$ cat src/rtl/act_fp_pkg.sv
// Shared constants and helpers for the act_fp activation stream.
// Extended float: {exn[1:0], sign, exp[WE-1:0], frac[WF-1:0]}.
package act_fp_pkg;

  localparam logic [1:0] EXN_ZERO = 2'b00;
  localparam logic [1:0] EXN_NORM = 2'b01;
  localparam logic [1:0] EXN_INF  = 2'b10;
  localparam logic [1:0] EXN_NAN  = 2'b11;

  localparam logic [1:0] MODE_ID    = 2'd0;
  localparam logic [1:0] MODE_RELU  = 2'd1;
  localparam logic [1:0] MODE_LEAKY = 2'd2;
  localparam logic [1:0] MODE_CLAMP = 2'd3;

  function automatic int fp_w(input int we, input int wf);
    return we + wf + 3;
  endfunction

  function automatic logic [31:0] sat_add(
    input logic [31:0] a,
    input logic [31:0] b
  );
    logic [32:0] s;
    s = {1'b0, a} + {1'b0, b};
    return s[32] ? '1 : s[31:0];
  endfunction

endpackage

$ cat src/rtl/act_fp_lane.sv
// Combinational per-element activation for one lane.
// Class flags come precomputed from the capture stage.
module act_fp_lane
  import act_fp_pkg::*;
#(
  parameter int WE = 8,
  parameter int WF = 23,
  parameter int LEAKY_SHIFT = 2,
  parameter logic [WE+WF+2:0] CLAMP_VAL = 34'h140c00000
) (
  input  logic [1:0]       mode,
  input  logic [WE+WF+2:0] x,
  input  logic             is_nan,
  input  logic             is_neg,
  output logic [WE+WF+2:0] y
);

  localparam int W = WE + WF + 3;
  localparam logic [WE-1:0] LS = WE'(LEAKY_SHIFT);

  logic [1:0]       exn;
  logic             sgn;
  logic [WE-1:0]    ex;
  logic [WF-1:0]    fr;
  logic [W-1:0]     relu_y;
  logic [W-1:0]     leaky_y;
  logic [W-1:0]     clamp_y;
  logic             over;

  assign exn = x[W-1 -: 2];
  assign sgn = x[WE+WF];
  assign ex  = x[WE+WF-1:WF];
  assign fr  = x[WF-1:0];

  // Compute every mode's result, then select by mode.
  always_comb begin
    relu_y = x;
    if (is_neg) begin
      if (exn == EXN_ZERO)
        relu_y = '0;
      else
        relu_y = {EXN_NORM, {(WE+WF+1){1'b0}}};
    end

    leaky_y = x;
    if (is_neg && exn == EXN_NORM) begin
      if (ex < LS)
        leaky_y = {EXN_ZERO, 1'b1, {(WE+WF){1'b0}}};
      else
        leaky_y = {exn, sgn, ex - LS, fr};
    end

    over = relu_y[WE+WF-1:0] > CLAMP_VAL[WE+WF-1:0];
    clamp_y = relu_y;
    if (relu_y[W-1 -: 2] == EXN_INF ||
        (relu_y[W-1 -: 2] == EXN_NORM && over))
      clamp_y = CLAMP_VAL;

    y = x;
    if (!is_nan) begin
      unique case (mode)
        MODE_ID:    y = x;
        MODE_RELU:  y = relu_y;
        MODE_LEAKY: y = leaky_y;
        MODE_CLAMP: y = clamp_y;
      endcase
    end
  end

endmodule

$ cat src/rtl/act_fp_stream.sv
// Two-stage valid/ready activation stream, LANES elements per beat.
// Optional ACT_FP_STATS_EN adds negative/NaN lane counters.
module act_fp_stream
  import act_fp_pkg::*;
#(
  parameter int WE = 8,
  parameter int WF = 23,
  parameter int LANES = 4,
  parameter int LEAKY_SHIFT = 2,
  parameter logic [WE+WF+2:0] CLAMP_VAL = 34'h140c00000,
  localparam int W = fp_w(WE, WF)
) (
  input  logic               clk,
  input  logic               rst,
  input  logic               in_valid,
  output logic               in_ready,
  input  logic [1:0]         in_mode,
  input  logic [LANES*W-1:0] in_data,
  output logic               out_valid,
  input  logic               out_ready,
  output logic [LANES*W-1:0] out_data
`ifdef ACT_FP_STATS_EN
  ,
  input  logic               stat_clr,
  output logic [31:0]        stat_neg,
  output logic [31:0]        stat_nan
`endif
);

  logic               s1_valid;
  logic [1:0]         s1_mode;
  logic [LANES*W-1:0] s1_data;
  logic [LANES-1:0]   s1_nan;
  logic [LANES-1:0]   s1_neg;
  logic               s2_valid;
  logic [LANES*W-1:0] s2_data;
  logic               s1_ld;
  logic               s2_ld;
  logic               in_fire;
  logic [LANES-1:0]   in_nan;
  logic [LANES-1:0]   in_neg;
  logic [LANES*W-1:0] lane_vec;

  assign s2_ld    = !s2_valid || out_ready;
  assign s1_ld    = !s1_valid || s2_ld;
  assign in_ready = s1_ld;
  assign in_fire  = in_valid && in_ready;

  assign out_valid = s2_valid;
  assign out_data  = s2_data;

  for (genvar i = 0; i < LANES; i++) begin : g_lane
    assign in_nan[i] = in_data[i*W+W-1 -: 2] == EXN_NAN;
    assign in_neg[i] = in_data[i*W+W-3] && !in_nan[i];

    act_fp_lane #(
      .WE(WE),
      .WF(WF),
      .LEAKY_SHIFT(LEAKY_SHIFT),
      .CLAMP_VAL(CLAMP_VAL)
    ) u_lane (
      .mode(s1_mode),
      .x(s1_data[i*W +: W]),
      .is_nan(s1_nan[i]),
      .is_neg(s1_neg[i]),
      .y(lane_vec[i*W +: W])
    );
  end

  // Stage 1: capture the input beat with its mode and lane classes.
  always_ff @(posedge clk) begin
    if (rst) begin
      s1_valid <= 1'b0;
      s1_mode  <= MODE_ID;
      s1_data  <= '0;
      s1_nan   <= '0;
      s1_neg   <= '0;
    end else if (s1_ld) begin
      s1_valid <= in_valid;
      if (in_valid) begin
        s1_mode <= in_mode;
        s1_data <= in_data;
        s1_nan  <= in_nan;
        s1_neg  <= in_neg;
      end
    end
  end

  // Stage 2: register lane results; holds while stalled.
  always_ff @(posedge clk) begin
    if (rst) begin
      s2_valid <= 1'b0;
      s2_data  <= '0;
    end else if (s2_ld) begin
      s2_valid <= s1_valid;
      if (s1_valid)
        s2_data <= lane_vec;
    end
  end

`ifdef ACT_FP_STATS_EN
  logic [31:0] neg_cnt;
  logic [31:0] nan_cnt;

  // Count classified lanes of the beat being offered.
  always_comb begin
    neg_cnt = '0;
    nan_cnt = '0;
    for (int i = 0; i < LANES; i++) begin
      neg_cnt = neg_cnt + 32'(in_neg[i]);
      nan_cnt = nan_cnt + 32'(in_nan[i]);
    end
  end

  // Saturating counters; clear beats a same-cycle increment.
  always_ff @(posedge clk) begin
    if (rst || stat_clr) begin
      stat_neg <= '0;
      stat_nan <= '0;
    end else if (in_fire) begin
      stat_neg <= sat_add(stat_neg, neg_cnt);
      stat_nan <= sat_add(stat_nan, nan_cnt);
    end
  end
`else
  logic unused_fire;
  assign unused_fire = in_fire;
`endif

endmodule

$ cat config.mk
export PLATFORM = sky130hd
export DESIGN_NAME = act_fp_stream
export DESIGN_NICKNAME = d
export VERILOG_FILES = /design/src/rtl/act_fp_pkg.sv /design/src/rtl/act_fp_lane.sv /design/src/rtl/act_fp_stream.sv
export SDC_FILE = /design/constraint.sdc
export NUM_CORES = 1
export LEC_CHECK = 0
export ABC_CLOCK_PERIOD_IN_PS = 3300
export CORE_AREA = 3 3 192 213
export CTS_CLUSTER_SIZE = 10
export DETAILED_ROUTE_END_ITERATION = 16
export DIE_AREA = 0 0 195 216
export MAX_ROUTING_LAYER = met4
export PLACE_DENSITY_LB_ADDON = 0.25
export SYNTH_ARGS = -nofsm -noshare
export SYNTH_HDL_FRONTEND = slang
export SYNTH_SLANG_ARGS = --single-unit
$ cat constraint.sdc
create_clock -name clk -period 3.3 [get_ports clk]
set_input_delay 0.66 -clock clk [delete_from_list [all_inputs] [get_ports clk]]
set_output_delay 0.66 -clock clk [all_outputs]
set_load 0.005 [all_outputs]
Register map, names as in the netlist:
(3 px per µm) Other sequential cells in the stronger gray, the rest of the logic in the fainter gray.
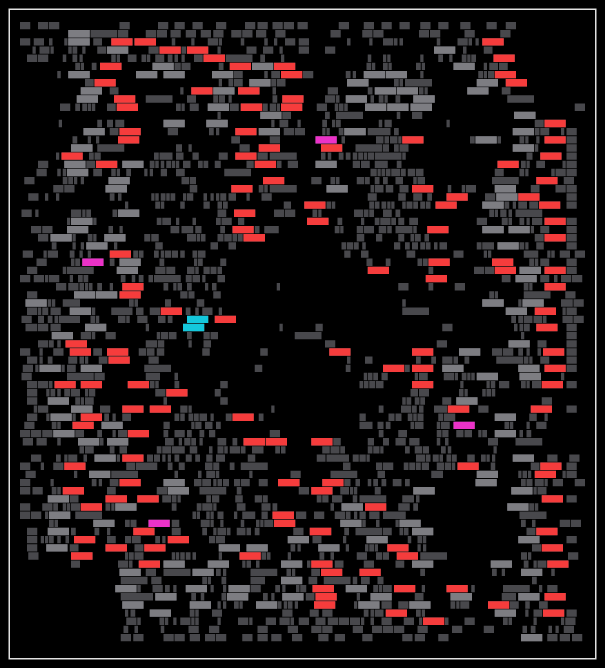
name in the netlist	color	sequential cells
out_data	red	136
s1_neg	magenta	4
s1_mode	cyan	2
not colored	142
final design utilization: 40.9%
sequential cell area share: 35.6%

Signal wires on met3:
(1.5 px per µm)
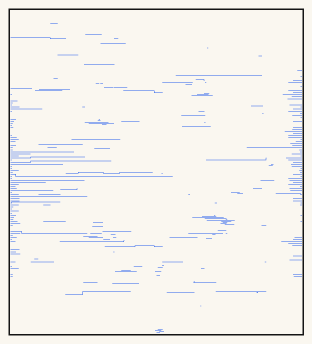
main direction	horizontal
longest straight run	104 µm
wire length on this layer	2320 µm
share of all routed wire	5.9%
nets with wire on the layer	202
grt met3 use: 3.73%
Via Count: 11100

==> flow_metrics.tcl <==
# collected from the flow reports
set metrics [dict create \
    status "completed" \
    drt_first_iter_violations 528 \
    cts_setup_buffers 0 \
    setup_violations 0 \
    synthCells 1393 \
    coreArea_um2 39000 \
    rr_endpoint "out_data[11]" \
    setup_ws_ns 0.327 \
    grt-ovfl-total 0 \
    cp_max_fo 22 \
    adder_share_pct 0.432 \
    synthesis.area_um2 11600 \
    ir_drop_v 0.000289 \
    crit_end "out_data[11]" \
    worstSetupPathType "reg2reg" \
    wl_met1_mm 17.8 \
    cts_num_sinks 284 \
    io_buffers 279 \
    p_leak_nw 5.82 \
    worstMarginPinSlew_ns 1.12 \
    ios 280 \
    htree_levels 2 \
    startpoint "s1_data[7]" \
    fmax_ghz 0.336 \
    combGateArea_um2 5470 \
    dieArea_um2 42100 \
    synth.logic.top_family "AND-OR/OR-AND gates" \
    fin_tns_setup_ns 0 \
    ys_sh_aoi_pct 25.0 \
    top_cells_by_count "nand2_1 (325), dfxtp_1 (284), a21oi_1 (195)" \
    grt_pass1_wl_mm 61.6 \
    worstSetupStartpointType "flip-flop" \
    synth-edff-count 0 \
    yosys_warnings 0 \
    r2r_cells 6 \
    holdWs_ns 0.442 \
    n_fill_cell 3993 \
    arrival_ns 3.42 \
    dp_hpwl_mm 27.6 \
    p_per_area_nw_per_um2 518 \
    cts_buffers 35 \
    met2_length_mm 18.3 \
    ys_seq_elements 284 \
    placed_area_um2 14900 \
    fp_util_pct 29.7 \
    ys_cells 1393 \
    diodes 0 \
    yosysTopAreaCellShare_pct 49.1 \
    fp.dieW_um 195 \
    gp_congestion 0.901 \
    rows 76 \
    rrSetupSlack_ns 0.33 \
    yosys.area_share.xor_xnor_pct 0.151 \
    synthFlopType "dfxtp_1" \
    hold_buffers 0 \
    ys_sh_mux_pct 0.259 \
    maxSlewHeadroom_pct 25.4 \
    synth_top_cell_by_area "dfxtp_1" \
    drive_gt1_share_pct 6.01 \
    ant_nets 0 \
    ys_sh_simple_pct 21.1 \
    finalHoldViolations 0 \
    cts_resized 0 \
    final-seq-area_um2 5690 \
    grt_pass1_vias 11000 \
    worst_r2r_startpoint "s1_data[7]" \
]
Routed metal, one color a layer:
(1.5 px per µm) Only two layers are drawn.
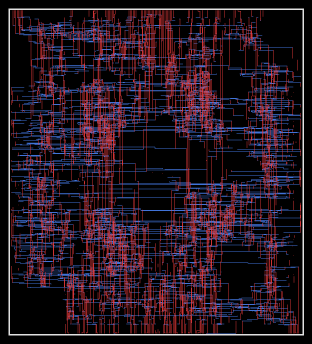
layer	color	wire length
M2	red	18300 µm
M1	blue	17800 µm
Routed WL: 39.3 mm
routed len/inst: 18.2 µm
GRT Total Usage: 18.5%

stage by stage:
step / cells / power (mW)
4_1_cts: 2155 / 8.38
5_1_grt: 2155 / 8.62
3_5_place_dp: 2110 / 4.78
3_3_place_gp: 2110 / 4.77
6_report: 2155 / 8.26
2_1_floorplan: 1393 / 4.25
layout by cell type, fill, tap and decap left out, types with 6 or more instances in the layout:
cell	Yosys	layout
a211oi_1	7	7
a21oi_1	195	193
a22o_1	94	94
a31oi_1	16	15
buf_4	0	29
clkbuf_16	0	37
clkdlybuf4s50_1	0	278
dfxtp_1	284	284
inv_1	17	17
nand2_1	325	324
nand2b_1	9	9
nand3_1	25	25
nand4_1	9	9
nor2_1	54	53
nor2b_1	12	12
nor3_1	26	26
nor4_1	28	28
o211ai_1	7	7
o21ai_0	57	57
o31ai_1	6	6
or3_1	9	9
or4_1	7	7
worst max-delay path: stages (launching register included):
cell and delay, ns:
dfxtp_1 0.32, or4_1 0.52, or3_1 0.31, nor4_1 0.41
o21ai_0 0.17, a31oi_2 0.93, a22o_1 0.25
registers in the layout (all words and copies together) (netlist names):
signal and cells:
s1_nan 4, s1_valid 1, out_data 136, s1_neg 4, out_valid 1, s1_data 136, s1_mode 2
how the worst min path moves through the flow:
stage / start / end / slack [ns] / cells after the start
2_1_floorplan: out_data[92] / out_data[92] / 0.43 / 2
4_1_cts: out_data[92] / out_data[92] / 0.45 / 2
3_3_place_gp: out_data[92] / out_data[92] / 0.43 / 2
5_1_grt: out_data[92] / out_data[92] / 0.47 / 2
3_5_place_dp: out_data[92] / out_data[92] / 0.44 / 2
6_report: out_data[92] / out_data[92] / 0.44 / 2
report_power, final:
| group | total [mW] | internal (mW) | switching (mW) |
|---|---|---|---|
| Clock | 3.56 | 2.17 | 1.39 |
| Combinational | 0.968 | 0.459 | 0.509 |
| Sequential | 3.73 | 3.59 | 0.147 |
| Total | 8.26 | 6.22 | 2.04 |
logic make-up (layout without fill, tap and decap cells):
kind of cell / after synthesis / in the layout
adders and majority gates: 4 / 4
and+or+nand+nor: 540 / 540
DFF: 284 / 284
buffers and inverters: 118 / 373
AOI/OAI and AO/OA: 442 / 442
muxes: 3 / 3
xor gates and xnor gates: 2 / 2
cell type report:
type	count	share of cell area [%]
Clock buffer	44	6.28
Clock inverter	1	0.188
Inverter	17	0.400
Multi-Input combinational cell	991	34.3
Sequential cell	284	35.6
Tap cell	507	3.97
Timing Repair Buffer	311	19.2
per-layer routing:
metal,up-vias,GRT usage (%)
met5,-,-
met4,0,4.83
met3,56,3.73
met2,317,29.6
met1,5273,24.1
li1,5460,-
Power figures rest on the tool's default switching activity, not on a simulated workload.
